===== src/rtl/enokida_trace_buffer.sv =====
// enokida_trace_buffer: first-word-fall-through circular FIFO that sits between
// a tracer and the trace cache. While the buffer is close to full it raises a
// hysteretic lock (stall) request.
// Optional feature macro: ENOKIDA_TRACE_DROP_COUNT_EN. When it is defined,
// records lost to overflow are counted in a saturating 32-bit counter. When it
// is not defined, drop_count is tied to zero. Overflowing records are dropped
// either way.
module enokida_trace_buffer #(
    parameter int DEPTH       = 8,
    parameter int TRACE_WIDTH = 160
) (
    input  logic                     clk,
    input  logic                     rst,
    input  logic [TRACE_WIDTH-1:0]   trace_data_i,
    input  logic                     trace_valid_i,
    input  logic                     trace_capture_enable,
    input  logic                     flush_i,
    output logic [TRACE_WIDTH-1:0]   trace_in,
    output logic                     trace_ready,
    input  logic                     trace_ack_i,
    output logic                     lock,
    output logic [$clog2(DEPTH):0]   fill_level,
    output logic [31:0]              drop_count
);

    localparam int PTR_W = $clog2(DEPTH);
    localparam int CNT_W = PTR_W + 1;

    typedef enum logic {
        UNLOCKED = 1'b0,
        LOCKED   = 1'b1
    } lock_state_e;

    logic [TRACE_WIDTH-1:0] mem_q [DEPTH];
    logic [PTR_W-1:0]       wr_ptr_q, wr_ptr_d;
    logic [PTR_W-1:0]       rd_ptr_q, rd_ptr_d;
    logic [CNT_W-1:0]       fill_q, fill_d;
    lock_state_e            lock_q;
    logic                   full;
    logic                   push;
    logic                   pop;

    // Head of the queue falls through combinationally from registered state.
    assign trace_ready = (fill_q != '0);
    assign trace_in    = mem_q[rd_ptr_q];
    assign fill_level  = fill_q;
    assign lock        = (lock_q == LOCKED);

    // A pop in the same cycle frees a slot, so a full buffer still accepts.
    assign full = (fill_q == CNT_W'(DEPTH));
    assign pop  = trace_ack_i && trace_ready;
    assign push = trace_valid_i && trace_capture_enable && (!full || pop);

    // Next pointer and occupancy. Flush discards any same-cycle push or pop.
    always_comb begin
        wr_ptr_d = wr_ptr_q;
        rd_ptr_d = rd_ptr_q;
        fill_d   = fill_q;
        if (flush_i) begin
            wr_ptr_d = '0;
            rd_ptr_d = '0;
            fill_d   = '0;
        end else begin
            if (push) begin
                wr_ptr_d = wr_ptr_q + PTR_W'(1);
            end
            if (pop) begin
                rd_ptr_d = rd_ptr_q + PTR_W'(1);
            end
            if (push && !pop) begin
                fill_d = fill_q + CNT_W'(1);
            end else if (pop && !push) begin
                fill_d = fill_q - CNT_W'(1);
            end
        end
    end

    // Pointer and occupancy registers.
    always_ff @(posedge clk) begin
        if (rst) begin
            wr_ptr_q <= '0;
            rd_ptr_q <= '0;
            fill_q   <= '0;
        end else begin
            wr_ptr_q <= wr_ptr_d;
            rd_ptr_q <= rd_ptr_d;
            fill_q   <= fill_d;
        end
    end

    // Record storage. It is never cleared, because stale entries are unreachable.
    always_ff @(posedge clk) begin
        if (!rst && !flush_i && push) begin
            mem_q[wr_ptr_q] <= trace_data_i;
        end
    end

    // Lock hysteresis. It decides from the occupancy that is being committed this cycle.
    always_ff @(posedge clk) begin
        if (rst) begin
            lock_q <= UNLOCKED;
        end else begin
            case (lock_q)
                UNLOCKED: if (fill_d >= CNT_W'(DEPTH - 2)) lock_q <= LOCKED;
                LOCKED:   if (fill_d <= CNT_W'(DEPTH / 2)) lock_q <= UNLOCKED;
                default:  lock_q <= UNLOCKED;
            endcase
        end
    end

`ifdef ENOKIDA_TRACE_DROP_COUNT_EN
    logic [31:0] drop_q;
    logic        overflow;

    // An accepted-but-unstored record is a drop. A flush discards the record without counting it.
    assign overflow   = trace_valid_i && trace_capture_enable && full && !pop && !flush_i;
    assign drop_count = drop_q;

    // Saturating overflow counter.
    always_ff @(posedge clk) begin
        if (rst) begin
            drop_q <= '0;
        end else if (overflow && (drop_q != 32'hFFFF_FFFF)) begin
            drop_q <= drop_q + 32'd1;
        end
    end
`else
    assign drop_count = 32'd0;
`endif

endmodule


===== config.mk =====
export PLATFORM = sky130hd
export DESIGN_NAME = enokida_trace_buffer
export DESIGN_NICKNAME = d
export VERILOG_FILES = /design/src/rtl/enokida_trace_buffer.sv
export SDC_FILE = /design/constraint.sdc
export NUM_CORES = 1
export LEC_CHECK = 0
export ABC_AREA = 1
export CORE_MARGIN = 5
export CORE_UTILIZATION = 58
export CTS_CLUSTER_DIAMETER = 150
export DETAILED_ROUTE_END_ITERATION = 16
export PLACE_DENSITY = 0.79
export SLEW_MARGIN = 5
export SYNTH_ARGS = -nofsm -noshare
export SYNTH_HDL_FRONTEND = slang
export SYNTH_SLANG_ARGS = --single-unit

===== constraint.sdc =====
create_clock -name clk -period 23.9 [get_ports clk]
set_input_delay 3.585 -clock clk [delete_from_list [all_inputs] [get_ports clk]]
set_output_delay 3.585 -clock clk [all_outputs]
set_load 0.02 [all_outputs]

met4.png
Supply wires on this layer in grey. Cells faint in the background.
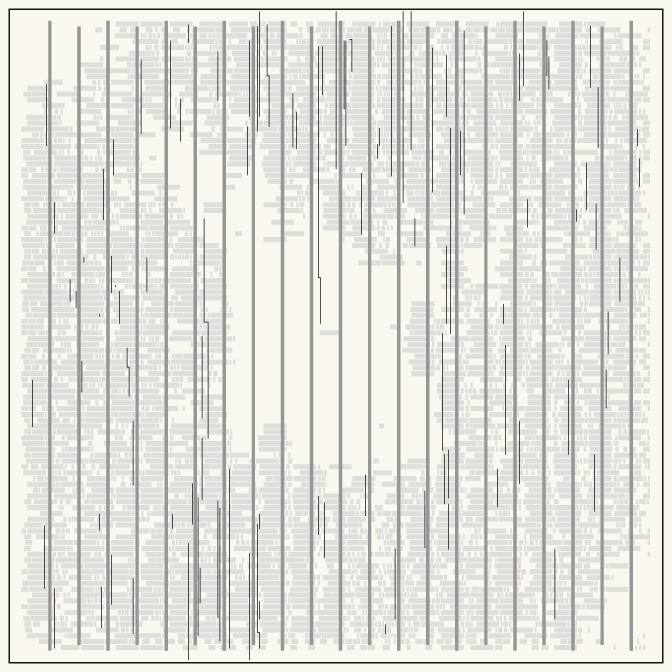
nets with wire on the layer: 60
main direction: vertical
wire length on this layer: 3070 um
share of all routed wire: 2.8%
longest straight run: 108 um
number of vias after detailed routing: 30770
final wirelength: 111800 um

met3.png
The bar under the picture is 100 um long.
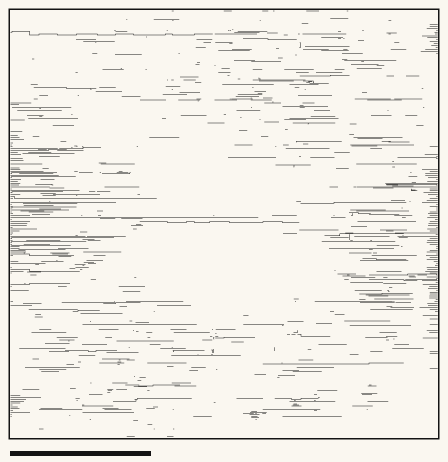
nets with wire on the layer: 389
share of all routed wire: 8.0%
main direction: horizontal
longest straight run: 176 um
global-route track usage on met3: 0.04454

==> run notes <==
Physical design

The flow ran to the end, and the final reports show no timing, DRC or antenna violations. The peak fanout along the critical path stands at a little over 80. The clock arrives with between 0.03 and 0.04 ns of skew. The chip height stands at 304.4 um. The number of antenna violations at the first check in global routing was 16.

At the later pin of the worst-skew pair, clock insertion delay measures 0.69 ns. The wire length per cell stands at around 21 um. The first-pass GRT wire length stands at 169800 um. Synthesis produced ~3800 cells.

The count of antenna-violating nets left after detailed routing stands at 0. The number of buffers inserted for hold repair after clock tree synthesis stands at 0. The total global routing overflow stands at 0. The I/O pin count stands at 364. STA classifies the critical path endpoint as a primary output.

The number of nets in the finished design stands at between 4000 and 5000. The area after detailed placement stands at 53970 um^2. The static power due to leakage stands at 19.08 nW.

Once the clock tree was built, the resizer swapped 0 gates to a different size. From synthesis to final layout, the design area changed by 15.63%. The fraction of layout instances using a drive strength above 1 stands at 0.06182. Dividing the detail-routed via count by the number of cells gives between 5 and 6.

The arrival time of data at the critical path endpoint stands at 5.19 ns. TritonCTS built the clock tree. Hold is met by between 0.4 and 0.5 ns. The number of maximum-capacitance violations stands at 0. The area of the core stands at ~86000 um^2. Setup repair after global routing left no endpoint under its margin. Ranked by total cell area, the synthesized netlist is headed by edfxtp_1, nor2_1, o21ai_0, o21ai_1, a31oi_1.

The global-route usage over all layers stands at 0.2319. The number of fill cells in the layout stands at 5724. The horizontal die dimension reported for this design is about 300 um. The critical path endpoint has a required time of 20.32 ns. The worst-margin pin slew stands at about 1.4 ns. At the floorplan stage, the core utilization is reported as 0.5822. After layout, the minimum clock period comes to 8.776 ns.

Leaving out fill and tap cells, the most frequent cell in the layout is edfxtp_1. The post-detailed-route DRC marker count stands at 0. The total number of H-tree levels stands at 3. For this run, the detailed router's first-pass iteration total came to 8.

The via count of the first global-routing pass was 30140. The library cells used most frequently in the layout, excluding fill and tap cells, are edfxtp_1, nor2_1, o21ai_0. The final report lists a non-filler cell total of ~5300. In this run the cell area of the synthesized design comes to around 50000 um^2. The sum of net half-perimeters after detailed placement stands at between 50000 and 60000 um. The count of warning messages emitted by the tools stands at between 40 and 50. The number of DRC violations after detailed-routing iteration 0 stands at between 3000 and 4000.

The die covers approximately 93000 um^2. After synthesis, the design contains approximately 3800 cells according to Yosys. TritonCTS reports the number of clock sinks as ~1300. The share of synthesized area in the top cell type comes to 0.7646. Timing would allow up to ~110 MHz. Per the summary, power density relative to cell area is between 80 and 90 nW/um^2. Entering global routing, the biggest net connects ~260 pins. The most critical min-delay path falls under reg -> reg. The summed negative setup slack over all endpoints stands at 0 ns.

The count of final max-slew check failures stands at 0. Yosys reported a register bit count of 1294. On the worst setup and hold paths after CTS, the clock-pin slew comes to ~0.060 ns. The highest supply drop recorded on VDD is roughly 0.12 mV. In the finished design, the share of the clock period the worst path needs comes to 0.3672. In this run, CTS created clock tree buffers numbering 121. The stat command in Yosys gives a chip area of approximately 50000 um^2. The floorplan has between 100 and 150 rows. The distinct cell type count of the synthesized netlist stands at 35. The post-CTS setup buffer count stands at 0. The synthesis log from Yosys contains 0 warnings. The number of placed cells counting well taps stands at 5036. The count of endpoints failing hold in the final timing report stands at 0. The clock passes through at most 3 buffers.

Per the synthesis report, the dominant area consumer among library cells is edfxtp_1. The critical path in this run is classified as reg -> out. The worst setup path is launched from a register. The final weighted congestion of routability-driven global placement stands at approximately 0.76. Per the slew report, the remaining headroom to the max-slew limit stands at 0.04283. The final report lists the setup-violating endpoint count as 0. The sequential area share after synthesis stands at 0.7702. The port buffer count stands at ~330. Averaged over all synthesized cells, the footprint is ~13 um^2. In this run the clock root is driven by a clkbuf_16. After routing the design area is 58130 um^2.
==> power breakdown <==
part	total (mW)	switching, mW	internal, mW	leakage [nW]
clock network	1.96	0.820	1.14	2.00
logic	0.252	0.157	0.0949	5.44
registers	2.50	0.00447	2.50	11.6
total	4.71	0.982	3.73	19.1
==> synth_stat cells <==
library cell and n:
edfxtp_1 1280, nor2_1 1137, o21ai_0 395, o21ai_1 249, a31oi_1 160, o22ai_1 160
clkbuf_1 129, buf_4 62, buf_2 43, buf_6 34, nand2_1 24, dfxtp_1 14
inv_1 13, buf_1 8, nand3_1 7, nand4_1 5, a21oi_1 4, ha_1 4
inv_2 3, nor3_1 3, buf_12 2, buf_8 2, nand2_2 2, nor4_1 2
xnor2_1 2, clkinv_1 1, conb_1 1, inv_6 1, nand3_2 1, nand3b_1 1
nor2_2 1, o211ai_1 1, o21a_1 1, or2_2 1, xor2_1 1
==> final timing paths <==
check                                 from                        to  slack, ns  cells after the start
setup / recovery                  register             trace_in[157]      15.12                      8
hold / removal    rd_ptr_q[2]$_SDFFE_PP0N_  rd_ptr_q[2]$_SDFFE_PP0N_       0.47                      2
setup reg to reg  fill_level[0]$_SDFF_PP0_    mem_q[7][80]$_DFFE_PP_      19.76                     11
hold reg to reg   rd_ptr_q[2]$_SDFFE_PP0N_  rd_ptr_q[2]$_SDFFE_PP0N_       0.47                      2
==> metrics by stage <==
step	utilization	power, mW	setup WS [ns]
final	0.6732	4.715	15.12
after global routing	0.6730	4.862	14.89
after CTS	0.6728	4.740	15.09
after detailed placement	0.6250	2.803	15.86
after global placement	0.6250	2.797	15.85
after floorplan	-	2.692	3.642
==> kinds of logic (layout without fill, tap and decap cells) <==
kind of cell	Yosys count	in the layout	synth area share
xor gates and xnor gates	3	3	0.0005228
other	1	45	0.00007459
and+or+nand+nor	1184	1184	0.08940
AOI/OAI and AO/OA	970	970	0.1046
buffers and inverters	298	622	0.03422
adders and majority gates	4	4	0.0009956
DFF	1294	1294	0.7702
==> critical path, cell delays in order (launching register included) <==
cell and delay, ns:
dfxtp_4 0.46, buf_4 0.75, buf_4 0.76, buf_4 0.82, o21ai_0 0.23, o22ai_1 0.24, nor2_1 0.06, a31oi_1 0.38
clkdlybuf4s50_1 0.69
==> layer usage <==
metal / up-vias / part of all wire / track usage
met5: - / 0.00055 / 0
met4: 8 / 0.027 / 0.07775
met3: 227 / 0.080 / 0.04454
met2: 1192 / 0.50 / 0.3981
met1: 15100 / 0.39 / 0.3017
li1: 14240 / - / -
==> registers in the layout, summed over array words and instances, names as in the netlist, named ones only <==
name,cells
fill_level,4
wr_ptr_q,3
mem_q,1280
rd_ptr_q,3
lock,1
==> cell type report <==
cell class              count  area [um^2]  area share
well taps                1155         1445     0.02486
flip-flops and latches   1294        38720      0.6662
clock inverters            93         1046     0.01800
diodes                     13        32.53   0.0005597
inverters                  18        108.9    0.001873
clock buffers             135         3080     0.05300
repair buffers            376         3689     0.06346
multi-input cells        2193        10000      0.1721
No activity file was given, so power comes from the tool's default toggle rates.
